File: config.mk
export PLATFORM = sky130hd
export DESIGN_NAME = dma_rd_burst_ctrl_flat
export DESIGN_NICKNAME = d
export VERILOG_FILES = /design/src/rtl/dma_rd_burst_ctrl_if.sv /design/src/rtl/dma_rd_burst_ctrl.sv /design/src/flat_wrapper.sv
export SDC_FILE = /design/constraint.sdc
export NUM_CORES = 1
export LEC_CHECK = 0
export CORE_ASPECT_RATIO = 0.5
export CORE_MARGIN = 4
export CORE_UTILIZATION = 35
export CTS_BUF_LIST = sky130_fd_sc_hd__clkbuf_4 sky130_fd_sc_hd__clkbuf_8
export CTS_CLUSTER_SIZE = 12
export DETAILED_ROUTE_END_ITERATION = 10
export SLEW_MARGIN = 20
export SYNTH_ARGS = -nofsm -noshare
export SYNTH_HDL_FRONTEND = slang
export SYNTH_SLANG_ARGS = --single-unit
File: constraint.sdc
create_clock -name clk -period 9.5 [get_ports clk]
set_clock_uncertainty 0.1 [all_clocks]
set_input_delay 2.85 -clock clk [delete_from_list [all_inputs] [get_ports clk]]
set_output_delay 2.85 -clock clk [all_outputs]
set_load 0.005 [all_outputs]
File: src/rtl/dma_rd_burst_ctrl_if.sv
// Command, Avalon-MM read and buffer-level signals of one DMA read channel.
//   master : controller side (accepts commands, issues Avalon reads)
//   slave  : environment side (dispatcher queue, memory, data buffer)
interface dma_rd_burst_ctrl_if #(
  parameter int unsigned SRC_ADDR_WIDTH      = 48,
  parameter int unsigned XFER_LENGTH_WIDTH   = 40,
  parameter int unsigned BURSTCNT_WIDTH      = 5,
  parameter int unsigned DATABUF_USEDW_WIDTH = 16
);
  logic                           cmd_valid;
  logic                           cmd_ready;
  logic [SRC_ADDR_WIDTH-1:0]      cmd_src_addr;
  logic [XFER_LENGTH_WIDTH-1:0]   cmd_xfer_length;
  logic                           rd_read;
  logic [SRC_ADDR_WIDTH-1:0]      rd_address;
  logic [BURSTCNT_WIDTH-1:0]      rd_burstcount;
  logic                           rd_waitrequest;
  logic                           rd_readdatavalid;
  logic [DATABUF_USEDW_WIDTH-1:0] databuf_usedw;

  modport master (
    input  cmd_valid, cmd_src_addr, cmd_xfer_length,
    input  rd_waitrequest, rd_readdatavalid, databuf_usedw,
    output cmd_ready, rd_read, rd_address, rd_burstcount
  );

  modport slave (
    output cmd_valid, cmd_src_addr, cmd_xfer_length,
    output rd_waitrequest, rd_readdatavalid, databuf_usedw,
    input  cmd_ready, rd_read, rd_address, rd_burstcount
  );
endinterface

File: src/rtl/dma_rd_burst_ctrl.sv
// Read-side transfer controller for one DMA channel. Takes one (address, length) command at
// a time and splits it into Avalon-MM read bursts that never cross a 4 KB page and never
// overrun the downstream data buffer.
//   clk, reset (async, active high), sclr (sync clear)
//   bus       : command handshake, Avalon read master, data buffer fill level
//   busy, fsm_cs, xfer_remaining, burst_cnt_counter, readdatavalid_counter : status
//   done_pulse, err_pulse : completion / illegal-command strobes
module dma_rd_burst_ctrl #(
  parameter int unsigned SRC_ADDR_WIDTH      = 48,
  parameter int unsigned XFER_LENGTH_WIDTH   = 40,
  parameter int unsigned BYTE_WIDTH          = 6,
  parameter int unsigned MAX_BURST           = 16,
  parameter int unsigned BURSTCNT_WIDTH      = 5,
  parameter int unsigned DATABUF_DEPTH       = 512,
  parameter int unsigned DATABUF_USEDW_WIDTH = 16,
  parameter int unsigned CNT_WIDTH           = 64
) (
  input  logic                   clk,
  input  logic                   reset,
  input  logic                   sclr,
  dma_rd_burst_ctrl_if.master    bus,
  output logic                   busy,
  output logic [3:0]             fsm_cs,
  output logic [15:0]            xfer_remaining,
  output logic [CNT_WIDTH-1:0]   burst_cnt_counter,
  output logic [CNT_WIDTH-1:0]   readdatavalid_counter,
  output logic                   done_pulse,
  output logic                   err_pulse
);
  localparam int unsigned OutW = $clog2(DATABUF_DEPTH) + 1;

  typedef enum logic [3:0] {
    StIdle     = 4'd0,
    StCalc     = 4'd1,
    StIssue    = 4'd2,
    StWaitData = 4'd3,
    StDone     = 4'd4
  } state_e;

  state_e                         state_q, state_d;
  logic [SRC_ADDR_WIDTH-1:0]      addr_q, addr_d;
  logic [XFER_LENGTH_WIDTH-1:0]   words_rem_q, words_rem_d;
  logic [BURSTCNT_WIDTH-1:0]      burst_q, burst_d;
  logic                           calc_ok_q, calc_ok_d;
  logic [OutW-1:0]                outstanding_q, outstanding_d;
  logic [CNT_WIDTH-1:0]           burst_cnt_q, burst_cnt_d;
  logic [CNT_WIDTH-1:0]           rdv_cnt_q, rdv_cnt_d;
  logic                           err_q, err_d;
  logic                           count_en_q, count_en_d;

  logic [DATABUF_USEDW_WIDTH-1:0] usedw;
  logic [12:0]                    page_bytes;
  logic [12:0]                    page_words;
  logic [XFER_LENGTH_WIDTH-1:0]   burst_calc;
  logic [XFER_LENGTH_WIDTH-1:0]   words_after;
  logic [31:0]                    space_need;
  logic                           fits;
  logic                           misaligned;
  logic                           rd_accept;
  logic                           beat;
  logic                           out_dec;

  assign usedw       = bus.databuf_usedw;
  assign beat        = bus.rd_readdatavalid;
  assign rd_accept   = (state_q == StIssue) && !bus.rd_waitrequest;
  assign misaligned  = (|bus.cmd_src_addr[BYTE_WIDTH-1:0]) ||
                       (|bus.cmd_xfer_length[BYTE_WIDTH-1:0]);
  assign page_bytes  = 13'd4096 - {1'b0, addr_q[11:0]};
  assign page_words  = page_bytes >> BYTE_WIDTH;
  assign words_after = words_rem_q - XFER_LENGTH_WIDTH'(burst_q);
  // Buffer room is judged with the burst registered in the previous CALC cycle.
  assign space_need  = 32'(usedw) + 32'(outstanding_q) + 32'(burst_q);
  assign fits        = space_need <= 32'(DATABUF_DEPTH);
  // A beat with nothing outstanding saturates, unless a burst is accepted the same cycle.
  assign out_dec     = beat && ((outstanding_q != '0) || rd_accept);

  always_comb begin
    burst_calc = XFER_LENGTH_WIDTH'(MAX_BURST);
    if (words_rem_q < burst_calc) burst_calc = words_rem_q;
    if (XFER_LENGTH_WIDTH'(page_words) < burst_calc) burst_calc = XFER_LENGTH_WIDTH'(page_words);
  end

  always_comb begin
    state_d       = state_q;
    addr_d        = addr_q;
    words_rem_d   = words_rem_q;
    burst_d       = burst_q;
    calc_ok_d     = 1'b0;
    err_d         = 1'b0;
    count_en_d    = count_en_q;
    outstanding_d = outstanding_q + (rd_accept ? OutW'(burst_q) : '0)
                    - {{(OutW-1){1'b0}}, out_dec};
    burst_cnt_d   = burst_cnt_q + (rd_accept ? CNT_WIDTH'(burst_q) : '0);
    rdv_cnt_d     = rdv_cnt_q + {{(CNT_WIDTH-1){1'b0}}, beat && count_en_q};

    case (state_q)
      StIdle: begin
        if (bus.cmd_valid) begin
          count_en_d = 1'b1;
          if (misaligned) begin
            err_d = 1'b1;
          end else begin
            addr_d      = bus.cmd_src_addr;
            words_rem_d = bus.cmd_xfer_length >> BYTE_WIDTH;
            state_d     = (bus.cmd_xfer_length == '0) ? StDone : StCalc;
          end
        end
      end
      StCalc: begin
        burst_d   = BURSTCNT_WIDTH'(burst_calc);
        calc_ok_d = 1'b1;
        if (calc_ok_q && fits) begin
          state_d   = StIssue;
          calc_ok_d = 1'b0;
        end
      end
      StIssue: begin
        if (!bus.rd_waitrequest) begin
          addr_d      = addr_q + (SRC_ADDR_WIDTH'(burst_q) << BYTE_WIDTH);
          words_rem_d = words_after;
          state_d     = (words_after == '0) ? StWaitData : StCalc;
        end
      end
      StWaitData: begin
        if (outstanding_d == '0) state_d = StDone;
      end
      StDone:  state_d = StIdle;
      default: state_d = StIdle;
    endcase

    if (sclr) begin
      state_d       = StIdle;
      addr_d        = '0;
      words_rem_d   = '0;
      burst_d       = '0;
      calc_ok_d     = 1'b0;
      err_d         = 1'b0;
      count_en_d    = 1'b0;
      outstanding_d = '0;
      burst_cnt_d   = '0;
      rdv_cnt_d     = '0;
    end
  end

  always_ff @(posedge clk or posedge reset) begin
    if (reset) begin
      state_q       <= StIdle;
      addr_q        <= '0;
      words_rem_q   <= '0;
      burst_q       <= '0;
      calc_ok_q     <= 1'b0;
      err_q         <= 1'b0;
      count_en_q    <= 1'b0;
      outstanding_q <= '0;
      burst_cnt_q   <= '0;
      rdv_cnt_q     <= '0;
    end else begin
      state_q       <= state_d;
      addr_q        <= addr_d;
      words_rem_q   <= words_rem_d;
      burst_q       <= burst_d;
      calc_ok_q     <= calc_ok_d;
      err_q         <= err_d;
      count_en_q    <= count_en_d;
      outstanding_q <= outstanding_d;
      burst_cnt_q   <= burst_cnt_d;
      rdv_cnt_q     <= rdv_cnt_d;
    end
  end

  assign bus.cmd_ready         = (state_q == StIdle);
  assign bus.rd_read           = (state_q == StIssue);
  assign bus.rd_address        = addr_q;
  assign bus.rd_burstcount     = burst_q;
  assign busy                  = (state_q != StIdle);
  assign fsm_cs                = state_q;
  assign xfer_remaining        = (|words_rem_q[XFER_LENGTH_WIDTH-1:16]) ? 16'hFFFF
                                                                        : words_rem_q[15:0];
  assign burst_cnt_counter     = burst_cnt_q;
  assign readdatavalid_counter = rdv_cnt_q;
  assign done_pulse            = (state_q == StDone);
  assign err_pulse             = err_q;
endmodule

File: src/flat_wrapper.sv
// flat-port wrapper written by rule: the top's interface ports become plain ports
module dma_rd_burst_ctrl_flat 
#(
  parameter int unsigned SRC_ADDR_WIDTH      = 48,
  parameter int unsigned XFER_LENGTH_WIDTH   = 40,
  parameter int unsigned BYTE_WIDTH          = 6,
  parameter int unsigned MAX_BURST           = 16,
  parameter int unsigned BURSTCNT_WIDTH      = 5,
  parameter int unsigned DATABUF_DEPTH       = 512,
  parameter int unsigned DATABUF_USEDW_WIDTH = 16,
  parameter int unsigned CNT_WIDTH           = 64
)
  (clk, reset, sclr, busy, fsm_cs, xfer_remaining, burst_cnt_counter, readdatavalid_counter, done_pulse, err_pulse, bus_cmd_valid, bus_cmd_src_addr, bus_cmd_xfer_length, bus_rd_waitrequest, bus_rd_readdatavalid, bus_databuf_usedw, bus_cmd_ready, bus_rd_read, bus_rd_address, bus_rd_burstcount);
  dma_rd_burst_ctrl_if #(.SRC_ADDR_WIDTH(SRC_ADDR_WIDTH), .XFER_LENGTH_WIDTH(XFER_LENGTH_WIDTH), .BURSTCNT_WIDTH(BURSTCNT_WIDTH), .DATABUF_USEDW_WIDTH(DATABUF_USEDW_WIDTH)) bus_i ();
  input  logic clk;
  input  logic reset;
  input  logic sclr;
  output logic busy;
  output logic [3:0] fsm_cs;
  output logic [15:0] xfer_remaining;
  output logic [CNT_WIDTH-1:0] burst_cnt_counter;
  output logic [CNT_WIDTH-1:0] readdatavalid_counter;
  output logic done_pulse;
  output logic err_pulse;
  input wire logic [$bits(bus_i.cmd_valid)-1:0] bus_cmd_valid;
  input wire logic [$bits(bus_i.cmd_src_addr)-1:0] bus_cmd_src_addr;
  input wire logic [$bits(bus_i.cmd_xfer_length)-1:0] bus_cmd_xfer_length;
  input wire logic [$bits(bus_i.rd_waitrequest)-1:0] bus_rd_waitrequest;
  input wire logic [$bits(bus_i.rd_readdatavalid)-1:0] bus_rd_readdatavalid;
  input wire logic [$bits(bus_i.databuf_usedw)-1:0] bus_databuf_usedw;
  output wire logic [$bits(bus_i.cmd_ready)-1:0] bus_cmd_ready;
  output wire logic [$bits(bus_i.rd_read)-1:0] bus_rd_read;
  output wire logic [$bits(bus_i.rd_address)-1:0] bus_rd_address;
  output wire logic [$bits(bus_i.rd_burstcount)-1:0] bus_rd_burstcount;
  assign bus_i.cmd_valid = bus_cmd_valid;
  assign bus_i.cmd_src_addr = bus_cmd_src_addr;
  assign bus_i.cmd_xfer_length = bus_cmd_xfer_length;
  assign bus_i.rd_waitrequest = bus_rd_waitrequest;
  assign bus_i.rd_readdatavalid = bus_rd_readdatavalid;
  assign bus_i.databuf_usedw = bus_databuf_usedw;
  assign bus_cmd_ready = bus_i.cmd_ready;
  assign bus_rd_read = bus_i.rd_read;
  assign bus_rd_address = bus_i.rd_address;
  assign bus_rd_burstcount = bus_i.rd_burstcount;
  dma_rd_burst_ctrl #(.SRC_ADDR_WIDTH(SRC_ADDR_WIDTH), .XFER_LENGTH_WIDTH(XFER_LENGTH_WIDTH), .BYTE_WIDTH(BYTE_WIDTH), .MAX_BURST(MAX_BURST), .BURSTCNT_WIDTH(BURSTCNT_WIDTH), .DATABUF_DEPTH(DATABUF_DEPTH), .DATABUF_USEDW_WIDTH(DATABUF_USEDW_WIDTH), .CNT_WIDTH(CNT_WIDTH)) u_core (.clk(clk), .reset(reset), .sclr(sclr), .bus(bus_i), .busy(busy), .fsm_cs(fsm_cs), .xfer_remaining(xfer_remaining), .burst_cnt_counter(burst_cnt_counter), .readdatavalid_counter(readdatavalid_counter), .done_pulse(done_pulse), .err_pulse(err_pulse));
endmodule
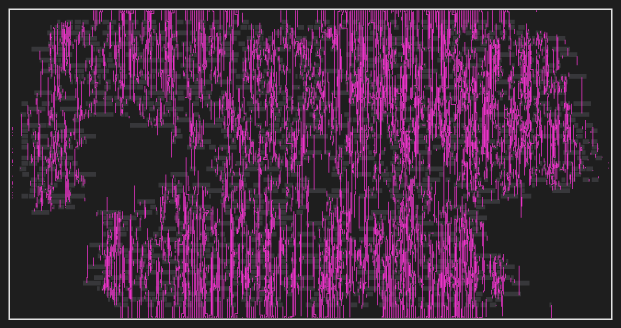
Figure 1: run 1, M2 wires.
Scale: 2 px per µm. Cells faint in the background.
longest straight run = 76.2 µm
wire length on this layer = 23.3 mm
nets with wire on the layer = 1,853
main direction = vertical
share of all routed wire = 49%

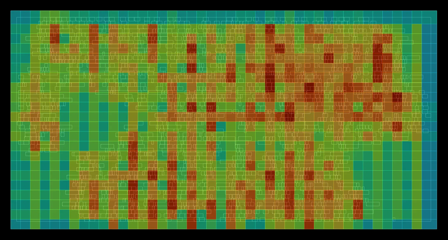
Figure 2: run 1, routing congestion map.
Routed wire per std cell: 17.8 µm
met3 track utilization from global routing: 0.0334

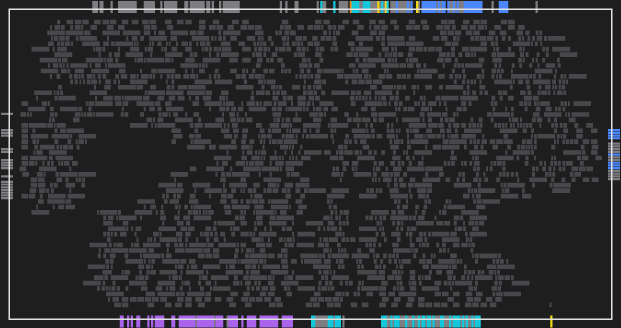
Figure 3: run 1, ports around the boundary.
Scale: 2 px per µm. Pins as bars across the die edge, other pins in grey.
`bus_cmd_xfer_length` -> blue  # pins 40, direction input, edge 32 top, 8 right
`fsm_cs` -> yellow  # pins 4, direction output, edge 3 top, 1 bottom
`burst_cnt_counter` -> purple  # pins 64, direction output, edge bottom
`bus_rd_waitrequest` -> orange  # pins 1, direction input, edge top
`bus_rd_address` -> cyan  # pins 48, direction output, edge 36 bottom, 12 top

==> flow_summary.ini, run 1 <==
; yosys + openroad results
[clock_tree]
cts_repair_resize_count = 0
cts_inserted_buffers = 40

[critical_path]
crit_path_max_incr_delay_ns = 0.64
critical_path_class = reg2out
worstPathCellList = or3_1 > nor4_1 > nand2b_1 > or3_1 > clkdlybuf4s50_1
startpoint_type = flop
worst-r2r-cell-count = 16
critical_path_depth = 5

[final_timing]
worst_hold_slack_ns = 0.414

[global_route]
track_usage = 0.200

[status]
result_of_the_run = finished clean

[synthesis]
synth.mux.area_fraction = 0.00410
synth.cellmix.xorXnorShare = 0.0802
avgSynthCellArea_um2 = 8.36
edf_count = 0
synth.cellmix.compoundShare = 0.168
yosysWarnings = 0
dominantRegCellSynth = dfrtp_1

[cells_and_area]
final_area_um2 = 19500
drive_gt1_frac = 0.0492
flops = 237
seq_area_frac = 0.304
final_common_cell = clkdlybuf4s50_1
diodes_inserted = 2
layout.area.top_class = combinational gates
filler_cell_count = 4156
register_area_um2 = 5930
non_clock_inverter_instance_count_of_the_final_layout = 74

[floorplanning]
floorplan.initialDensity = 0.355

[drt]
post-route-drc-count = 0
met3WireLength_mm = 2.21
met2_wirelength_mm = 23.3

[power]
p_leak_nw = 8.04
seq_power_share = 0.362

[placement]
portBuffers = 314
[run 1: worst min path at each step]
stage | end | slack [ns] | depth (start not counted)
floorplan | u_core.count_en_q | 0.35 | 2
global placement | u_core.bus.rd_address[0] | 0.40 | 1
detailed placement | u_core.bus.rd_address[5] | 0.40 | 1
CTS | u_core.bus.rd_address[5] | 0.41 | 1
global route | u_core.bus.rd_address[5] | 0.44 | 1
finish | u_core.bus.rd_address[5] | 0.41 | 1
Figure 4. M3 wires (run 1).
Scale: 2 px per µm. Cells faint in the background.
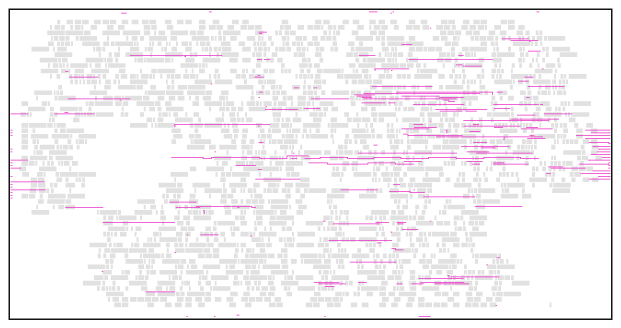

==> run 2: changes to the inputs <==
- clock period: 9.5 -> 6.51 ns (I/O delays scaled with it)
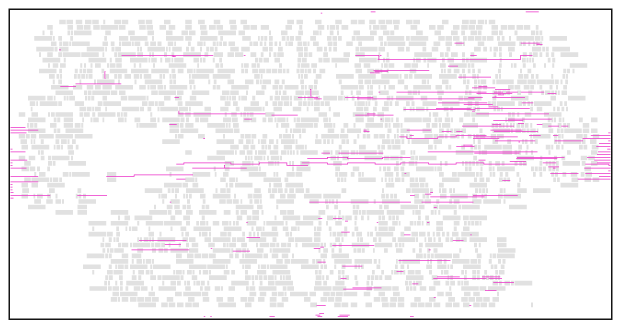
Figure 5: run 2, M3 wires.
Scale: 2 px per µm. Cells faint in the background.
wire length on this layer = 2,200 µm
main direction = horizontal
met3 track utilization from global routing: 0.0324
total number of vias: 14,287
total wire length after detailed routing: 48.4 mm

==> run 2 against run 1 <==
Net effect: power increased by 48%; global-route usage increased by 0.14 points; die size unchanged; sequential power increased by 46%; flip-flop count unchanged; utilization increased by 0.21 points; area after synthesis unchanged; final cell count increased by 0.33%; worst setup slack got worse by 2.2 ns; critical path depth unchanged; non-clock buffer count increased by 6.
==> flow_summary.ini, run 2 <==
; yosys + openroad results
[cells_and_area]
drive_gt1_frac = 0.0528
flops = 237
seq_area_frac = 0.303
register_area_um2 = 5930
comb-cell-share = 0.434
non_clock_buffer_area_share = 0.169
layout.cells.non_filler = 2700
final_common_cell = clkdlybuf4s50_1
diodes_inserted = 2
layout.area.top_class = combinational gates
non_clock_inverter_instance_count_of_the_final_layout = 74
filler_cell_count = 4107
final_area_um2 = 19600

[clock_tree]
cts_repair_resize_count = 0
cts_inserted_buffers = 40
cts_setup_buffers = 0
clk_transition_reported_paths_ns = 0.07
hold_buffers = 0
clk_root_buffer_cell = clkbuf_8

[global_route]
track_usage = 0.202
top_usage_layer = met2
initial_antenna_violation_count = 3

[synthesis]
yosysMostFrequentCell = dfrtp_1
post_synthesis_instance_area_um2 = 15000
syn-instance-count = 1790
dominantRegCellSynth = dfrtp_1
synth.cellmix.compoundShare = 0.168
synth_stat.cells = 1790
top_cells_by_area = dfrtp_1 40%, o21ai_0 6.0%, nor2_1 5.5%
synth.cellmix.xorXnorShare = 0.0802
edf_count = 0
yosysWarnings = 0
synth.mux.area_fraction = 0.00410
number_of_distinct_library_cell_variants_in_the_gate_level_netlist_after_synthesis = 77
avgSynthCellArea_um2 = 8.36

[final_timing]
rsz_0062_raised_after_global_routing = no
worst_hold_slack_ns = 0.412

[power]
power_switching_mw = 1.82
comb_power_mw = 1.72
internal_power_mw = 3.12
p_leak_nw = 8.08
seq_power_share = 0.359
portion_of_total_power_attributed_to_the_clock_network = 0.293

[critical_path]
crit_path_frequent_cell = or3_1
crit_path_max_incr_delay_ns = 0.62
worstPathCellList = or3_1 > nor4_2 > nand3_1 > or3_1 > clkdlybuf4s50_1
startpoint_type = flop
critical_path_class = reg2out

[placement]
portBuffers = 314
pre_cts_slack_ns = 0.286

[floorplanning]
num_io_pins = 316
floorplan.initialDensity = 0.355

[drt]
post-route-drc-count = 0
met3WireLength_mm = 2.20
via_density_per_instance = 5.29
first_iter_violations = 989
post_drt_wl_per_cell_um = 17.9
met2_wirelength_mm = 24.0

[worst_hold_path]
timing.hold.worst.class = reg2reg

[status]
result_of_the_run = finished clean
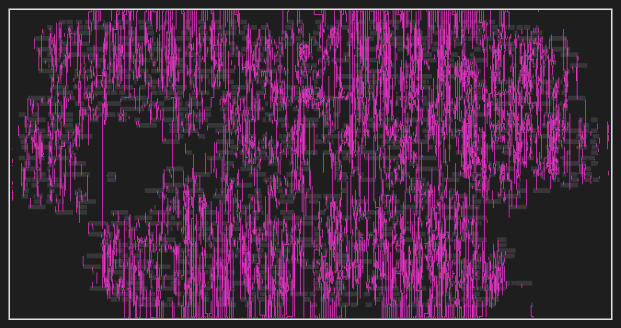
Figure 6: run 2, M2 wires.
Scale: 2 px per µm. Cells faint in the background.
main direction = vertical
nets with wire on the layer = 1,865
wire length on this layer = 24.0 mm
longest straight run = 84.5 µm
share of all routed wire = 50%

-- run 2: path summary, 6_finish.rpt --
| kind | startpoint | end | slack, ns | depth (start not counted) |
|---|---|---|---|---|
| max in group asynchronous | reset | u_core.readdatavalid_counter[13] | 3.75 | 3 |
| max reg2reg | u_core.fsm_cs[0] | u_core.fsm_cs[1] | 1.86 | 16 |
| max | u_core.words_rem_q[16] | xfer_remaining[6] | 0.80 | 5 |
| min in group asynchronous | reset | u_core.bus.rd_address[23] | 1.81 | 3 |
| min | u_core.bus.rd_address[0] | u_core.bus.rd_address[0] | 0.41 | 1 |
| min reg2reg | u_core.bus.rd_address[0] | u_core.bus.rd_address[0] | 0.41 | 1 |
Figure 7. Ports around the boundary (run 2).
Scale: 2 px per µm. Pins as bars across the die edge, other pins in grey.
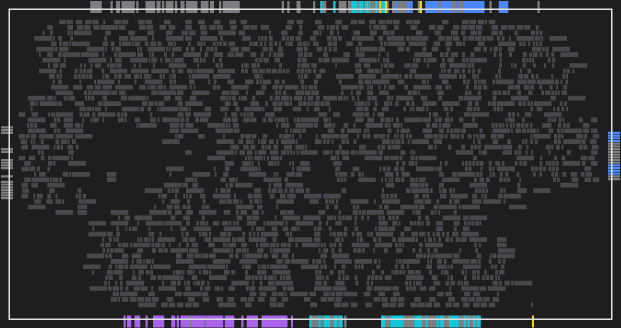

==> run 3: changes to the inputs <==
- PLACE_DENSITY: not set -> 0.65
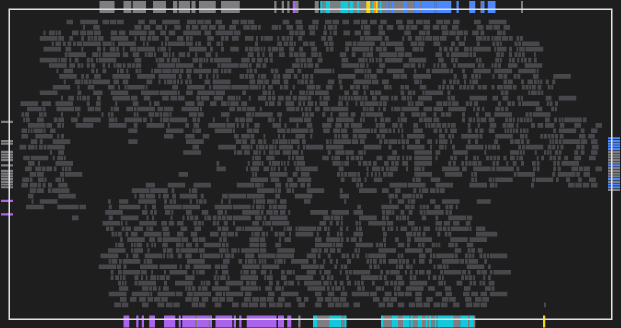
Figure 8: run 3, ports around the boundary.
Scale: 2 px per µm. Pins as bars across the die edge, other pins in grey.
`fsm_cs` -> yellow  # pins 4, direction output, edge 3 top, 1 bottom
`burst_cnt_counter` -> purple  # pins 64, direction output, edge 61 bottom, 2 left, 1 top
`bus_rd_address` -> cyan  # pins 48, direction output, edge 36 bottom, 12 top
`bus_rd_waitrequest` -> orange  # pins 1, direction input, edge top
`bus_cmd_xfer_length` -> blue  # pins 40, direction input, edge 31 top, 9 right

==> run 3 against run 2 <==
Net effect: via count rose by 0.21%; highest routed layer unchanged; critical path type is now in2reg; largest power group unchanged; fmax fell by 0.68%; synthesized cell count did not move; clock-buffer cell count fell by 6; cell area rose by 0.33%; critical endpoint is now u_core.fsm_cs[1]; sequential power barely moved.
==> flow_summary.ini, run 3 <==
; yosys + openroad results
[status]
result_of_the_run = finished clean

[critical_path]
worst_setup_path_endpoint = u_core.fsm_cs[1]
r2r-end = u_core.fsm_cs[1]
r2r-start = u_core.fsm_cs[0]
crit_path_start = bus_databuf_usedw[0]
crit_path_max_incr_delay_ns = 0.71
critical_path_class = in2reg

[cells_and_area]
diodes_inserted = 2
layout.area.top_class = combinational gates
register_area_um2 = 5930
non_clock_buffer_area_share = 0.168
final_common_cell = clkdlybuf4s50_1
comb-cell-share = 0.432
filler_cell_count = 4101

[drt]
met2_wirelength_mm = 23.6
via_density_per_instance = 5.30
post-route-drc-count = 0
met3WireLength_mm = 1.99

[power]
portion_of_total_power_attributed_to_the_clock_network = 0.307
p_leak_nw = 8.11
seq_power_share = 0.352

[synthesis]
post_synthesis_instance_area_um2 = 15000
synth.mux.area_fraction = 0.00410
edf_count = 0
synth_stat.cells = 1790
number_of_distinct_library_cell_variants_in_the_gate_level_netlist_after_synthesis = 77
top_cells_by_area = dfrtp_1 40%, o21ai_0 6.0%, nor2_1 5.5%
synth.cellmix.compoundShare = 0.168

[clock_tree]
cts_setup_buffers = 0
clk_transition_reported_paths_ns = 0.07
cts_inserted_buffers = 40
clk_root_buffer_cell = clkbuf_8
hold_buffers = 0

[floorplanning]
num_io_pins = 316

[placement]
portBuffers = 314
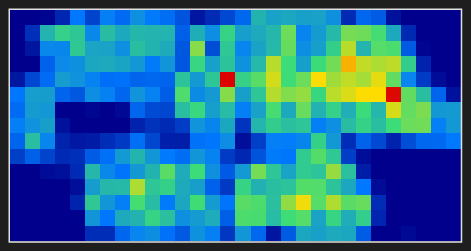
Figure 9: run 3, signal metal coverage by tile.
Scale: 1.5 px per µm. The die is cut into 30 by 15 equal tiles; dark blue is low, red is high, scaled to the fullest tile. Values are wire area over tile area, all layers added.
tiles over half the peak = 15%
fullest tile = 0.57
mean over tiles = 0.16
Routed wire per std cell: 17.5 µm
total wire length after detailed routing: 47.4 mm
overall track demand over capacity in global routing: 0.197
total number of vias: 14,317

-- run 3: stage by stage --
step / std cells / power [mW] / worst slack, ns / hold WS (ns) / util
global placement: 2626 / 3.48 / 0.414 / 0.399 / 0.445
finish: 2699 / 5.04 / 0.757 / 0.417 / 0.467
detailed placement: 2626 / 3.49 / 0.231 / 0.393 / 0.445
global route: 2699 / 5.37 / 0.465 / 0.443 / 0.467
CTS: 2697 / 5.08 / 0.826 / 0.413 / 0.467
floorplan: 1791 / 2.91 / 1.23 / 0.354 / -
-- run 3: kinds of logic after synthesis --
family                     Yosys count
other                                2
AOI/OAI and AO/OA                  430
xor gates and xnor gates           137
buffers and inverters              148
and+or+nand+nor                    770
adders and majority gates           60
muxes                                6
DFF                                237
Power is estimated from default activity; no workload was simulated.
